### config.mk
export PLATFORM = sky130hd
export DESIGN_NAME = maxpool2x2_stream
export DESIGN_NICKNAME = d
export VERILOG_FILES = /design/src/rtl/cnn_pkg.sv /design/src/rtl/pool_linebuf.sv /design/src/rtl/maxpool2x2_stream.sv
export SDC_FILE = /design/constraint.sdc
export NUM_CORES = 1
export LEC_CHECK = 0
export CAP_MARGIN = 10
export CORE_MARGIN = 2
export CORE_UTILIZATION = 44
export DETAILED_ROUTE_END_ITERATION = 10
export GPL_ROUTABILITY_DRIVEN = 0
export SYNTH_ARGS = -nofsm -noshare
export SYNTH_HDL_FRONTEND = slang
export SYNTH_SLANG_ARGS = --single-unit
### constraint.sdc
create_clock -name clk -period 4.7 [get_ports clk]
set_input_delay 0.47 -clock clk [delete_from_list [all_inputs] [get_ports clk]]
set_output_delay 0.47 -clock clk [all_outputs]
set_load 0.05 [all_outputs]
### src/rtl/cnn_pkg.sv
// Shared CNN definitions: default pixel width, feature-map dimensions, beat classification
// and a signed max helper used by the pooling stages.
package cnn_pkg;

    localparam int PIX_W  = 9;
    localparam int FMAP_W = 26;
    localparam int FMAP_H = 26;

    // Wide signed carrier so one max helper serves any pixel width up to 32 bits.
    localparam int MAX_W  = 32;
    typedef logic signed [MAX_W-1:0] wide_pix_t;

    typedef enum logic [1:0] {
        BEAT_IDLE  = 2'd0,
        BEAT_PAIR  = 2'd1,
        BEAT_STORE = 2'd2,
        BEAT_EMIT  = 2'd3
    } beat_kind_t;

    function automatic wide_pix_t smax(input wide_pix_t a, input wide_pix_t b);
        return (a > b) ? a : b;
    endfunction

endpackage

### src/rtl/pool_linebuf.sv
// Half-width line buffer: one horizontal-max entry per pooling window column.
// Shared address for write and read; contents are never reset because every entry is written before it is read.
module pool_linebuf
    import cnn_pkg::*;
#(
    parameter int W     = PIX_W,
    parameter int DEPTH = FMAP_W / 2,
    parameter int AW    = 4
) (
    input  logic                clk,
    input  logic                wr_en,
    input  logic [AW-1:0]       addr,
    input  logic signed [W-1:0] wr_data,
    output logic signed [W-1:0] rd_data
);

    logic [W-1:0] mem_q [DEPTH];

    always_ff @(posedge clk) begin
        if (wr_en) begin
            mem_q[addr] <= wr_data;
        end
    end

    assign rd_data = mem_q[addr];

endmodule

### src/rtl/maxpool2x2_stream.sv
// Streaming 2x2 stride-2 signed max-pool with valid/ready on both sides and a half-width line buffer.
// Build macro FUSED_RELU_EN: when defined, negative input pixels are clamped to zero before pooling.
module maxpool2x2_stream
    import cnn_pkg::*;
#(
    parameter int W     = PIX_W,
    parameter int IMG_W = FMAP_W,
    parameter int IMG_H = FMAP_H
) (
    input  logic                clk,
    input  logic                rst,
    input  logic signed [W-1:0] in_data,
    input  logic                in_valid,
    output logic                in_ready,
    output logic signed [W-1:0] out_data,
    output logic                out_valid,
    input  logic                out_ready,
    output logic                out_last
);

    localparam int CW       = (IMG_W > 1) ? $clog2(IMG_W) : 1;
    localparam int RW       = (IMG_H > 1) ? $clog2(IMG_H) : 1;
    localparam int LB_DEPTH = (IMG_W / 2 > 0) ? IMG_W / 2 : 1;
    localparam int AW       = (LB_DEPTH > 1) ? $clog2(LB_DEPTH) : 1;

    generate
        if (((IMG_W % 2) != 0) || (IMG_W < 2)) begin : g_bad_img_w
            $error("maxpool2x2_stream: IMG_W must be even and at least 2");
        end
        if (((IMG_H % 2) != 0) || (IMG_H < 2)) begin : g_bad_img_h
            $error("maxpool2x2_stream: IMG_H must be even and at least 2");
        end
    endgenerate

    logic [CW-1:0]       col_q, col_d;
    logic [RW-1:0]       row_q, row_d;
    logic signed [W-1:0] pair_q, pair_d;
    logic signed [W-1:0] out_data_q, out_data_d;
    logic                out_valid_q, out_valid_d;
    logic                out_last_q, out_last_d;

    logic                accept;
    logic                col_last;
    logic                row_last;
    logic signed [W-1:0] pix;
    logic signed [W-1:0] h_max;
    logic signed [W-1:0] lb_rd_data;
    logic [AW-1:0]       lb_addr;
    logic                lb_wr_en;
    beat_kind_t          beat;

    assign in_ready = !out_valid_q || out_ready;
    assign accept   = in_valid && in_ready;
    assign col_last = (col_q == CW'(IMG_W - 1));
    assign row_last = (row_q == RW'(IMG_H - 1));
    assign lb_addr  = AW'(col_q >> 1);

`ifdef FUSED_RELU_EN
    assign pix = in_data[W-1] ? '0 : in_data;
`else
    assign pix = in_data;
`endif

    assign h_max = W'(smax(wide_pix_t'(pair_q), wide_pix_t'(pix)));

    // Even columns load the pair register; odd columns either park the row max or finish a window.
    always_comb begin
        beat = BEAT_IDLE;
        if (accept) begin
            if (!col_q[0]) begin
                beat = BEAT_PAIR;
            end else if (!row_q[0]) begin
                beat = BEAT_STORE;
            end else begin
                beat = BEAT_EMIT;
            end
        end
    end

    assign lb_wr_en = (beat == BEAT_STORE);

    always_comb begin
        col_d       = col_q;
        row_d       = row_q;
        pair_d      = pair_q;
        out_data_d  = out_data_q;
        out_valid_d = out_valid_q;
        out_last_d  = out_last_q;

        if (out_valid_q && out_ready) begin
            out_valid_d = 1'b0;
            out_last_d  = 1'b0;
        end

        if (accept) begin
            if (col_last) begin
                col_d = '0;
                row_d = row_last ? '0 : row_q + 1'b1;
            end else begin
                col_d = col_q + 1'b1;
            end
        end

        // A window finishing in the same cycle as a handoff replaces the data and keeps valid high.
        case (beat)
            BEAT_PAIR: begin
                pair_d = pix;
            end
            BEAT_EMIT: begin
                out_data_d  = W'(smax(wide_pix_t'(lb_rd_data), wide_pix_t'(h_max)));
                out_valid_d = 1'b1;
                out_last_d  = row_last && col_last;
            end
            default: begin
            end
        endcase
    end

    always_ff @(posedge clk) begin
        if (rst) begin
            col_q       <= '0;
            row_q       <= '0;
            pair_q      <= '0;
            out_data_q  <= '0;
            out_valid_q <= 1'b0;
            out_last_q  <= 1'b0;
        end else begin
            col_q       <= col_d;
            row_q       <= row_d;
            pair_q      <= pair_d;
            out_data_q  <= out_data_d;
            out_valid_q <= out_valid_d;
            out_last_q  <= out_last_d;
        end
    end

    pool_linebuf #(
        .W     (W),
        .DEPTH (LB_DEPTH),
        .AW    (AW)
    ) u_linebuf (
        .clk     (clk),
        .wr_en   (lb_wr_en),
        .addr    (lb_addr),
        .wr_data (h_max),
        .rd_data (lb_rd_data)
    );

    assign out_data  = out_data_q;
    assign out_valid = out_valid_q;
    assign out_last  = out_last_q;

endmodule

**Run 1: drive-strength map**

Scale: 3 px per um.
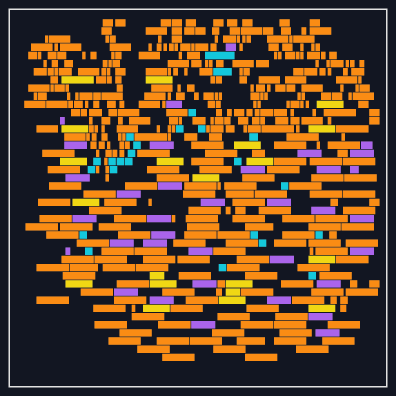
Cyan is _3 and _4 cells, cells 24. Orange is _0 and _1 cells, cells 396. Yellow is _6 and larger, cells 20. Purple is _2 cells, cells 35.
Signal buffers: 41
post-route setup slack: 687 ps

**Run 1: placement view**

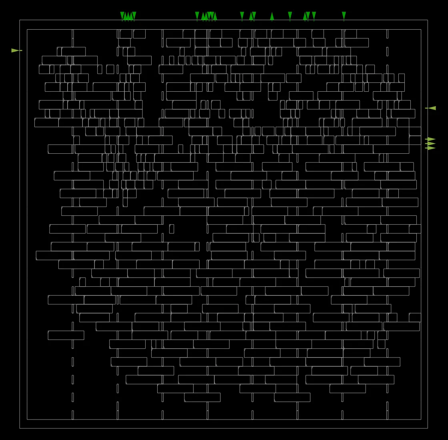
flop count: 151
row count: 44

**Run 1: sequential cells colored by netlist name**

Scale: 3 px per um. Other sequential cells in the stronger gray, the rest of the logic in the fainter gray.
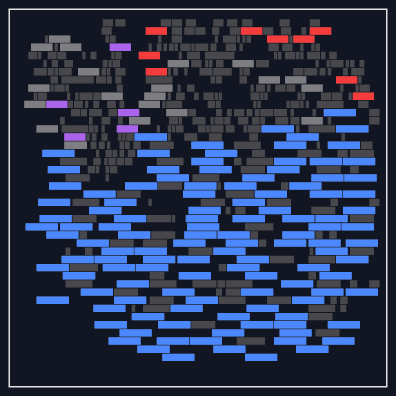
Blue is u_linebuf.mem_q, sequential cells 117. Purple is col_q, sequential cells 5. Red is pair_q, sequential cells 9.
Seq/total area: 55.8%
Sequential Area: 0.00420 mm^2
Util after Layout: 51.9%
Flop+latch power: 1.50 mW

**Run 1: M3 wires**

Scale: 2 px per um.
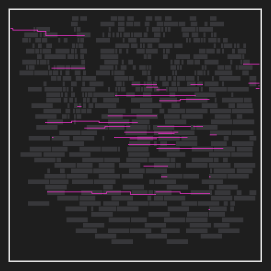
The layer holds 4.0% of the routed length. 24 nets have wire on it. The wires run mostly horizontal. The longest straight run is 40.0 um. The layer carries 528 um of wire.
met3 GRT Util: 4.79%
final WL: 13.3 mm
via count: 3600

==> impl_metrics.py, run 1 <==
# Generated from Yosys and OpenROAD reports
metrics = {
    "run_status": {
        "outcome": "finished clean",
    },
    "final_timing": {
        "finClkSkew_ps": 6.98,
        "worst_pin_slew_ps": 1190,
        "timing.hold.ws_ps": 484,
        "post-route-period-util_pct": 85.4,
        "fin_tns_setup_ps": 0,
        "hold_violations": 0,
        "min_period_ps": 4010,
        "rsz0062_at_grt": "no",
        "setup_violations": 0,
        "slew_headroom_pct": 20.2,
    },
    "finish": {
        "clkCellAreaFrac_pct": 7.33,
        "inverters_excl_clock": 30,
        "final_area_mm2": 0.00751,
        "lay_top_cells": "edfxtp_1 (117), nor2_1 (39), dfxtp_1 (33)",
        "syn2layout_area_growth_pct": 16.0,
        "n_fill_cell": 1218,
        "largest_register_ffs": 117,
        "drive_gt1_share_pct": 16.6,
        "clkbuf_count": 28,
        "layout_top_cell": "edfxtp_1",
        "largest_class": "registers",
        "n_antenna_cell": 0,
        "layout.nonclk_buf_share_pct": 4.90,
        "final_nets": 497,
        "comb_cells": 221,
        "sh_comb_area_pct": 27.4,
    },
    "power": {
        "power.density_mw_per_mm2": 400,
        "finalPower_mw": 3.00,
        "p_clk_mw": 1.26,
        "powerComb_uw": 247,
        "p_clk_share_pct": 41.9,
        "ir_worst_vdd_uv": 252,
        "netSwitchingPower_uw": 640,
        "leakagePower_nw": 2.66,
        "maxPowerGroup": "sequential cells",
        "combPwrFrac_pct": 8.2,
    },
    "setup_path": {
        "slowest_delay_ps": 480,
        "crit_type": "in -> reg",
        "crit_path_start": "in_data[6]",
        "worstRegToRegCells": 10,
        "timing.rr.end": "out_data[2]$_SDFFE_PP0P_",
        "crit_path_end": "out_data[2]$_SDFFE_PP0P_",
        "critPathBufInv": 3,
        "cp-start-kind": "input port",
        "worstPathRequired_ps": 5020,
        "cp_slowest_cell": "or3_1",
        "path_depth": 16,
        "crit_path_end_kind": "flop",
        "reg2reg_slack_ps": 860,
        "critical-path-top-delay-family": "AND-OR/OR-AND gates",
        "cp_cell_sequence": "clkdlybuf4s50_1 -> inv_1 -> ha_1 -> a21o_1 -> a2111oi_4 -> a22oi_1 -> nand3_4 -> mux2i_1 -> inv_1 -> ha_1 -> nand4_1 -> o32ai_1 -> mux2i_1 -> o21ai_1 -> or3_1 -> o221ai_1",
        "worst_ep_arrival_time_ps": 4330,
    },
    "route": {
        "dr.pass1.iters": 4,
        "ant_nets": 0,
        "route.detailed.drc": 0,
        "viasPerCell": 5.46,
        "wl_met2_mm": 6.72,
        "wl_met1_mm": 6.00,
        "drt-initial-drc-count": 330,
    },
    "clock_tree": {
        "cts_tree": "yes",
        "clk_pin_slew_ps": 50,
        "cts_buffers": 17,
        "root_buffer": "clkbuf_16",
        "cts_resized": 0,
        "clk_latency_ps": 410,
        "holdBufCountCts": 0,
        "post_cts_buffers": 0,
        "htree_levels": 4,
    },
    "logic_synthesis": {
        "ys_ff": 151,
        "async_reset_ff_share_pct": 0,
        "ys_top_logic_family": "multiplexers",
        "synthAoiAreaFrac_pct": 5.26,
        "ys_sh_mux_pct": 13.9,
        "ys_types": 48,
        "ys_sh_simple_pct": 7.46,
        "yosysWarnings": 0,
        "syn_inst": 421,
        "syn_area_per_cell_um2": 15.4,
        "synth-area-yosys_mm2": 0.00647,
    },
    "global_route": {
        "grt_pass1_wl_mm": 21.1,
        "grt_pass1_vias": 3789,
        "grt_antenna_before_repair": 0,
        "use_met2_pct": 29.6,
        "grt_max_degree": 23,
        "gr-max-usage-layer": "met2",
    },
    "placed_design": {
        "dpl.hpwl_mm": 8.88,
        "dp_cells": 627,
        "place_ws_ps": 274,
        "io_buffers": 24,
    },
    "floorplanning": {
        "dieArea_mm2": 0.0157,
        "fp_util_pct": 44.7,
        "core_area_mm2": 0.0145,
        "die-height_um": 125,
        "die_w_um": 125,
        "num_io_pins": 25,
        "tap_cells": 184,
    },
    "worst_hold_path": {
        "hold_end": "out_data[1]$_SDFFE_PP0P_",
    },
    "run": {
        "cap_violations": 0,
    },
}
-- run 1: cells in the mapped netlist (all sizes together), types with 3 or more instances --
cell | number | area (um^2)
o221ai | 8 | 76.3
a211oi | 4 | 30.0
nor2 | 39 | 146
or3 | 4 | 25.0
nand3 | 7 | 52.6
ha | 22 | 275
nand2b | 4 | 25.0
buf | 11 | 80.1
nor3 | 8 | 40.0
a21oi | 14 | 73.8
clkinv | 5 | 18.8
a21o | 4 | 30.0
mux2i | 15 | 150
o21ai | 3 | 15.0
mux4 | 32 | 736
dfxtp | 34 | 681
nor2b | 3 | 18.8
xor2 | 6 | 52.6
nand4 | 8 | 50.1
edfxtp | 117 | 3510
inv | 25 | 93.8
clkbuf | 8 | 31.3
nand2 | 19 | 71.3
==> run 2, diff against run 1 <==
--- a/config.mk
+++ b/config.mk
@@ -8,6 +8,7 @@
 export CAP_MARGIN = 10
 export CORE_MARGIN = 2
 export CORE_UTILIZATION = 44
+export CTS_CLUSTER_SIZE = 20
 export DETAILED_ROUTE_END_ITERATION = 10
 export GPL_ROUTABILITY_DRIVEN = 0
 export SYNTH_ARGS = -nofsm -noshare
==> constraint.sdc (replaced) <==
create_clock -name clk -period 4.1 [get_ports clk]
set_input_delay 0.41 -clock clk [delete_from_list [all_inputs] [get_ports clk]]
set_output_delay 0.41 -clock clk [all_outputs]
set_load 0.05 [all_outputs]
**Run 2: M3 wires**

Scale: 2 px per um.
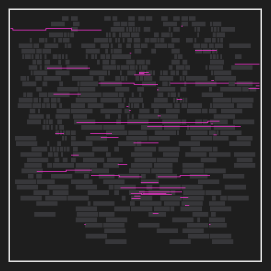
The longest straight run is 65.6 um. The layer carries 557 um of wire. The layer holds 4.2% of the routed length.
met3 GRT Util: 4.24%
via count: 3694
final WL: 13.3 mm

==> impl_metrics.py, run 2 <==
# Generated from Yosys and OpenROAD reports
metrics = {
    "setup_path": {
        "timing.rr.end": "out_data[7]$_SDFFE_PP0P_",
        "worstPathRequired_ps": 4380,
        "critPathBufInv": 2,
        "slowest_delay_ps": 480,
        "critical-path-top-delay-family": "AND-OR/OR-AND gates",
        "reg2reg_slack_ps": 440,
        "crit_type": "in -> reg",
        "worst_ep_arrival_time_ps": 4090,
        "path_depth": 15,
        "crit_path_end_kind": "flop",
        "worstRegToRegCells": 12,
        "cp_cell_sequence": "clkdlybuf4s50_1 -> inv_1 -> ha_1 -> a21o_1 -> a2111oi_4 -> a22oi_1 -> nand3_4 -> mux2i_1 -> ha_1 -> a21oi_1 -> a21boi_1 -> o311a_1 -> o21ai_1 -> or3_1 -> o221ai_1",
        "crit_path_start": "in_data[6]",
        "crit_path_end": "out_data[7]$_SDFFE_PP0P_",
        "cp-start-kind": "input port",
        "cp_slowest_cell": "clkdlybuf4s50_1",
    },
    "placed_design": {
        "dpl.hpwl_mm": 9.44,
        "io_buffers": 24,
        "place_area_mm2": 0.00708,
        "place_ws_ps": -160,
        "dp_cells": 643,
    },
    "clock_tree": {
        "htree_levels": 4,
        "post_cts_buffers": 0,
        "cts_tree": "yes",
        "root_buffer": "clkbuf_16",
        "cts_resized": 0,
        "holdBufCountCts": 0,
        "clk_latency_ps": 420,
        "cts_buffers": 17,
        "clk_pin_slew_ps": 60,
    },
    "final_timing": {
        "setup_violations": 0,
        "clock.fmax_mhz": 263,
        "fin_tns_setup_ps": 0,
        "rsz0062_at_grt": "no",
        "timing.hold.ws_ps": 501,
        "min_period_ps": 3800,
        "post-route-period-util_pct": 92.8,
        "setup_slack_ps": 297,
        "hold_violations": 0,
        "slew_headroom_pct": 47.4,
        "worst_pin_slew_ps": 786,
        "finClkSkew_ps": 7.69,
    },
    "route": {
        "wl_met2_mm": 6.36,
        "drt-initial-drc-count": 298,
        "dr.pass1.iters": 4,
        "wl_met1_mm": 6.05,
        "viasPerCell": 5.47,
        "ant_nets": 0,
        "route.detailed.drc": 0,
    },
    "logic_synthesis": {
        "synth-area-yosys_mm2": 0.00647,
        "ys_sh_simple_pct": 7.46,
        "ys_sh_adder_pct": 4.25,
        "netlist_area_mm2": 0.00647,
        "synth_top_cell_by_count": "edfxtp_1",
        "top_cell_area_share_pct": 54.3,
        "area_leaders": "edfxtp_1 (54%), dfxtp_1 (11%), mux4_2 (9.7%)",
        "ys_ff": 151,
        "top_area_cell": "edfxtp_1",
        "ys_sh_mux_pct": 13.9,
        "ys_top_logic_family": "multiplexers",
        "syn_area_per_cell_um2": 15.4,
        "yosysWarnings": 0,
        "ys_top_cells_by_count": "edfxtp_1 (117), nor2_1 (39), dfxtp_1 (34), mux4_2 (28), inv_1 (25)",
        "synthAoiAreaFrac_pct": 5.26,
        "ys_types": 48,
        "async_reset_ff_share_pct": 0,
        "syn_nets": 456,
        "syn_inst": 421,
    },
    "global_route": {
        "grt_pass1_vias": 3809,
        "grt_antenna_before_repair": 0,
        "grt_pass1_wl_mm": 21.1,
        "grt_max_degree": 27,
    },
    "power": {
        "maxPowerGroup": "sequential cells",
        "p_clk_share_pct": 40.5,
        "p_clk_mw": 1.38,
        "powerComb_uw": 311,
        "finalPower_mw": 3.40,
        "power_sequential_mw": 1.71,
        "netSwitchingPower_uw": 799,
        "combPwrFrac_pct": 9.1,
        "power.density_mw_per_mm2": 447,
        "leakagePower_nw": 2.72,
        "ir_worst_vdd_uv": 325,
    },
    "finish": {
        "lay_top_cells": "edfxtp_1 (117), nor2_1 (39), dfxtp_1 (33), buf_4 (33), mux4_2 (28)",
        "layout_top_cell": "edfxtp_1",
        "seqCellArea_mm2": 0.00420,
        "drive_gt1_share_pct": 20.0,
        "final_core_util_pct": 52.6,
        "regMostFlops": "u_linebuf.mem_q",
        "n_fill_cell": 1191,
        "n_antenna_cell": 0,
        "syn2layout_area_growth_pct": 17.6,
        "largest_register_ffs": 117,
        "final_area_mm2": 0.00761,
        "final_nets": 513,
    },
    "run": {
        "cap_violations": 0,
    },
    "run_status": {
        "outcome": "finished clean",
    },
    "worst_hold_path": {
        "hold_end": "out_last$_SDFFE_PP0P_",
    },
    "floorplanning": {
        "core_area_mm2": 0.0145,
        "fp_util_pct": 44.7,
        "die-height_um": 125,
        "num_io_pins": 25,
        "dieArea_mm2": 0.0157,
        "die_w_um": 125,
        "rows": 44,
    },
}
[run 2: cell type report]
cell class | count | area share, %
timing repair buffer | 57 | 6.41
multi-input combinational | 221 | 27.0
clock inverter | 15 | 1.40
inverter | 30 | 1.48
sequential | 151 | 55.1
tap | 184 | 3.02
clock buffer | 17 | 5.59
[run 2: cell families (layout without fill, tap and decap cells)]
| family | Yosys count | count (layout) |
|---|---|---|
| AND-OR/OR-AND | 45 | 45 |
| multiplexers | 48 | 48 |
| flip-flops | 151 | 151 |
| AND/OR/NAND/NOR | 99 | 99 |
| XOR/XNOR | 7 | 7 |
| buffers and inverters | 49 | 119 |
| adder cells (fa/ha/maj) | 22 | 22 |
[run 2: metal layers]
layer,vias up,track usage [%]
met3,20,4.24
met1,1857,24.7
met4,0,7.71
met5,-,0
met2,77,28.5
li1,1740,-
==> run 3, diff against run 2 <==
==> constraint.sdc (replaced) <==
create_clock -name clk -period 4.1 [get_ports clk]
set_input_delay 0.41 -clock clk [delete_from_list [all_inputs] [get_ports clk]]
set_output_delay 0.41 -clock clk [all_outputs]
set_load 0.1 [all_outputs]
**Run 3: placement view**

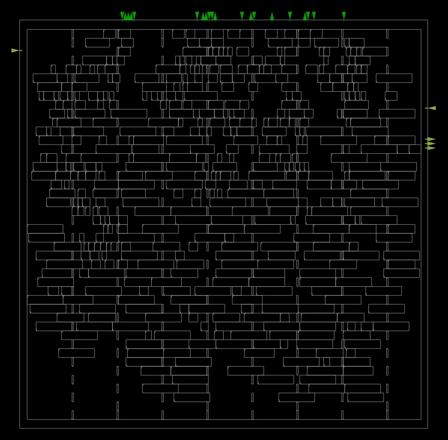
core area: 0.0145 mm^2
Seq/total area: 55.1%
Finished Layout Cells: 675
Util after Layout: 52.6%

==> impl_metrics.py, run 3 <==
# Generated from Yosys and OpenROAD reports
metrics = {
    "floorplanning": {
        "fp_util_pct": 44.7,
        "tap_cells": 184,
        "die-height_um": 125,
        "rows": 44,
        "die_w_um": 125,
        "dieArea_mm2": 0.0157,
        "num_io_pins": 25,
    },
    "logic_synthesis": {
        "top_cell_area_share_pct": 54.3,
        "yosysWarnings": 0,
        "syn_inst": 421,
        "ys_sh_simple_pct": 7.46,
        "synthAoiAreaFrac_pct": 5.26,
        "ys_top_logic_family": "multiplexers",
        "area_leaders": "edfxtp_1 (54%), dfxtp_1 (11%), mux4_2 (9.7%)",
        "edf_count": 117,
        "ys_cells": 421,
        "synth_top_cell_by_count": "edfxtp_1",
        "syn_nets": 456,
        "ys_ff": 151,
        "ys_top_cells_by_count": "edfxtp_1 (117), nor2_1 (39), dfxtp_1 (34), mux4_2 (28), inv_1 (25)",
        "syn_area_per_cell_um2": 15.4,
        "ys_sh_adder_pct": 4.25,
        "netlist_area_mm2": 0.00647,
        "yosys.stat.seqShare_pct": 64.8,
        "top_area_cell": "edfxtp_1",
        "async_reset_ff_share_pct": 0,
        "xor_area_share_pct": 0.947,
        "synth-area-yosys_mm2": 0.00647,
        "ys_sh_mux_pct": 13.9,
        "ff_type": "edfxtp_1",
        "ys_types": 48,
    },
    "global_route": {
        "grt_pass1_vias": 3809,
        "gr-total-overflow": 0,
        "grt_pass1_wl_mm": 21.1,
        "grt_max_degree": 27,
        "grt_antenna_before_repair": 0,
        "track_usage_pct": 18.2,
    },
    "route": {
        "ant_nets": 0,
        "drt-initial-drc-count": 298,
        "routed_wl_mm": 13.3,
        "route.vias.total": 3694,
        "route.detailed.drc": 0,
        "viasPerCell": 5.47,
        "dr.pass1.iters": 4,
        "post_drt_wl_per_cell_um": 19.7,
    },
    "setup_path": {
        "worstPathRequired_ps": 4380,
        "crit_path_start": "in_data[6]",
        "cp_max_fo": 8,
        "crit_path_end_kind": "flop",
        "crit_type": "in -> reg",
        "timing.rr.end": "out_data[7]$_SDFFE_PP0P_",
        "crit_path_end": "out_data[7]$_SDFFE_PP0P_",
        "worstRegToRegCells": 12,
        "reg2reg_slack_ps": 440,
        "cp-start-kind": "input port",
        "worst_ep_arrival_time_ps": 4090,
    },
    "final_timing": {
        "slew_headroom_pct": 34.7,
        "timing.hold.ws_ps": 501,
        "fin_tns_setup_ps": 0,
        "min_period_ps": 3800,
        "setup_violations": 0,
        "setup_slack_ps": 297,
        "finClkSkew_ps": 7.69,
        "drv_slew": 0,
        "worst_pin_slew_ps": 976,
        "post-route-period-util_pct": 92.8,
        "rsz0062_at_grt": "no",
        "clock.fmax_mhz": 263,
        "hold_violations": 0,
    },
    "placed_design": {
        "place_ws_ps": -160,
        "place_area_mm2": 0.00708,
        "io_buffers": 24,
        "dpl.hpwl_mm": 9.44,
        "dp_cells": 643,
    },
    "clock_tree": {
        "clock-sinks": 151,
        "clockBufferDepth": 2,
        "root_buffer": "clkbuf_16",
        "clk_pin_slew_ps": 60,
        "cts_resized": 0,
        "cts_buffers": 17,
        "cts_tree": "yes",
        "post_cts_buffers": 0,
        "holdBufCountCts": 0,
        "htree_levels": 4,
        "clk_latency_ps": 420,
    },
    "power": {
        "finalPower_mw": 3.40,
        "leakagePower_nw": 2.72,
        "p_sw_share_pct": 23.5,
        "combPwrFrac_pct": 9.1,
        "netSwitchingPower_uw": 799,
        "ir_worst_vdd_uv": 325,
        "powerComb_uw": 311,
        "p_int_mw": 2.61,
        "p_clk_mw": 1.38,
        "p_clk_share_pct": 40.5,
        "pwr-share-seq_pct": 50.4,
        "power_sequential_mw": 1.71,
        "power.density_mw_per_mm2": 447,
        "maxPowerGroup": "sequential cells",
    },
    "run": {
        "cap_violations": 0,
        "warnings": 28,
    },
    "worst_hold_path": {
        "min_path_type": "reg -> reg",
        "holdPathStages": 2,
        "holdCritStartpoint": "out_last$_SDFFE_PP0P_",
        "hold_end": "out_last$_SDFFE_PP0P_",
    },
    "finish": {
        "inverters_excl_clock": 30,
        "regMostFlops": "u_linebuf.mem_q",
        "seqCellArea_mm2": 0.00420,
        "layout.nonclk_buf_share_pct": 6.41,
        "n_fill_cell": 1191,
        "n_antenna_cell": 0,
        "sh_comb_area_pct": 27.0,
        "largest_class": "registers",
        "layout_top_cell": "edfxtp_1",
        "clkbuf_count": 17,
        "lay_top_cells": "edfxtp_1 (117), nor2_1 (39), dfxtp_1 (33), buf_4 (33), mux4_2 (28)",
        "final_nets": 513,
        "syn2layout_area_growth_pct": 17.6,
        "largest_register_ffs": 117,
        "ff_count": 151,
        "layout.area.comb_mm2": 0.00206,
        "clkCellAreaFrac_pct": 6.98,
        "final_area_mm2": 0.00761,
        "comb_cells": 221,
        "drive_gt1_share_pct": 20.0,
        "buffers": 57,
    },
    "run_status": {
        "outcome": "finished clean",
    },
}
[run 3: cell counts after synthesis]
No cell type changed its count.
[run 3: worst max-delay path: stages]
cell             delay, ps
clkdlybuf4s50_1        480
inv_1                   60
ha_1                   310
a21o_1                 210
a2111oi_4              430
a22oi_1                170
nand3_4                170
mux2i_1                270
ha_1                   300
a21oi_1                170
a21boi_1                90
o311a_1                290
o21ai_1                200
or3_1                  340
o221ai_1               190
[run 3: layer usage]
layer | wire length [um] | global-route usage [%] | vias to the layer above | part of all wire (%)
met4 | 310 | 7.71 | 0 | 2.3
met5 | 0 | 0 | - | 0
met3 | 556 | 4.24 | 20 | 4.2
met1 | 6050 | 24.7 | 1857 | 46
li1 | - | - | 1740 | -
met2 | 6360 | 28.5 | 77 | 48
Power and IR drop assume default switching activity.
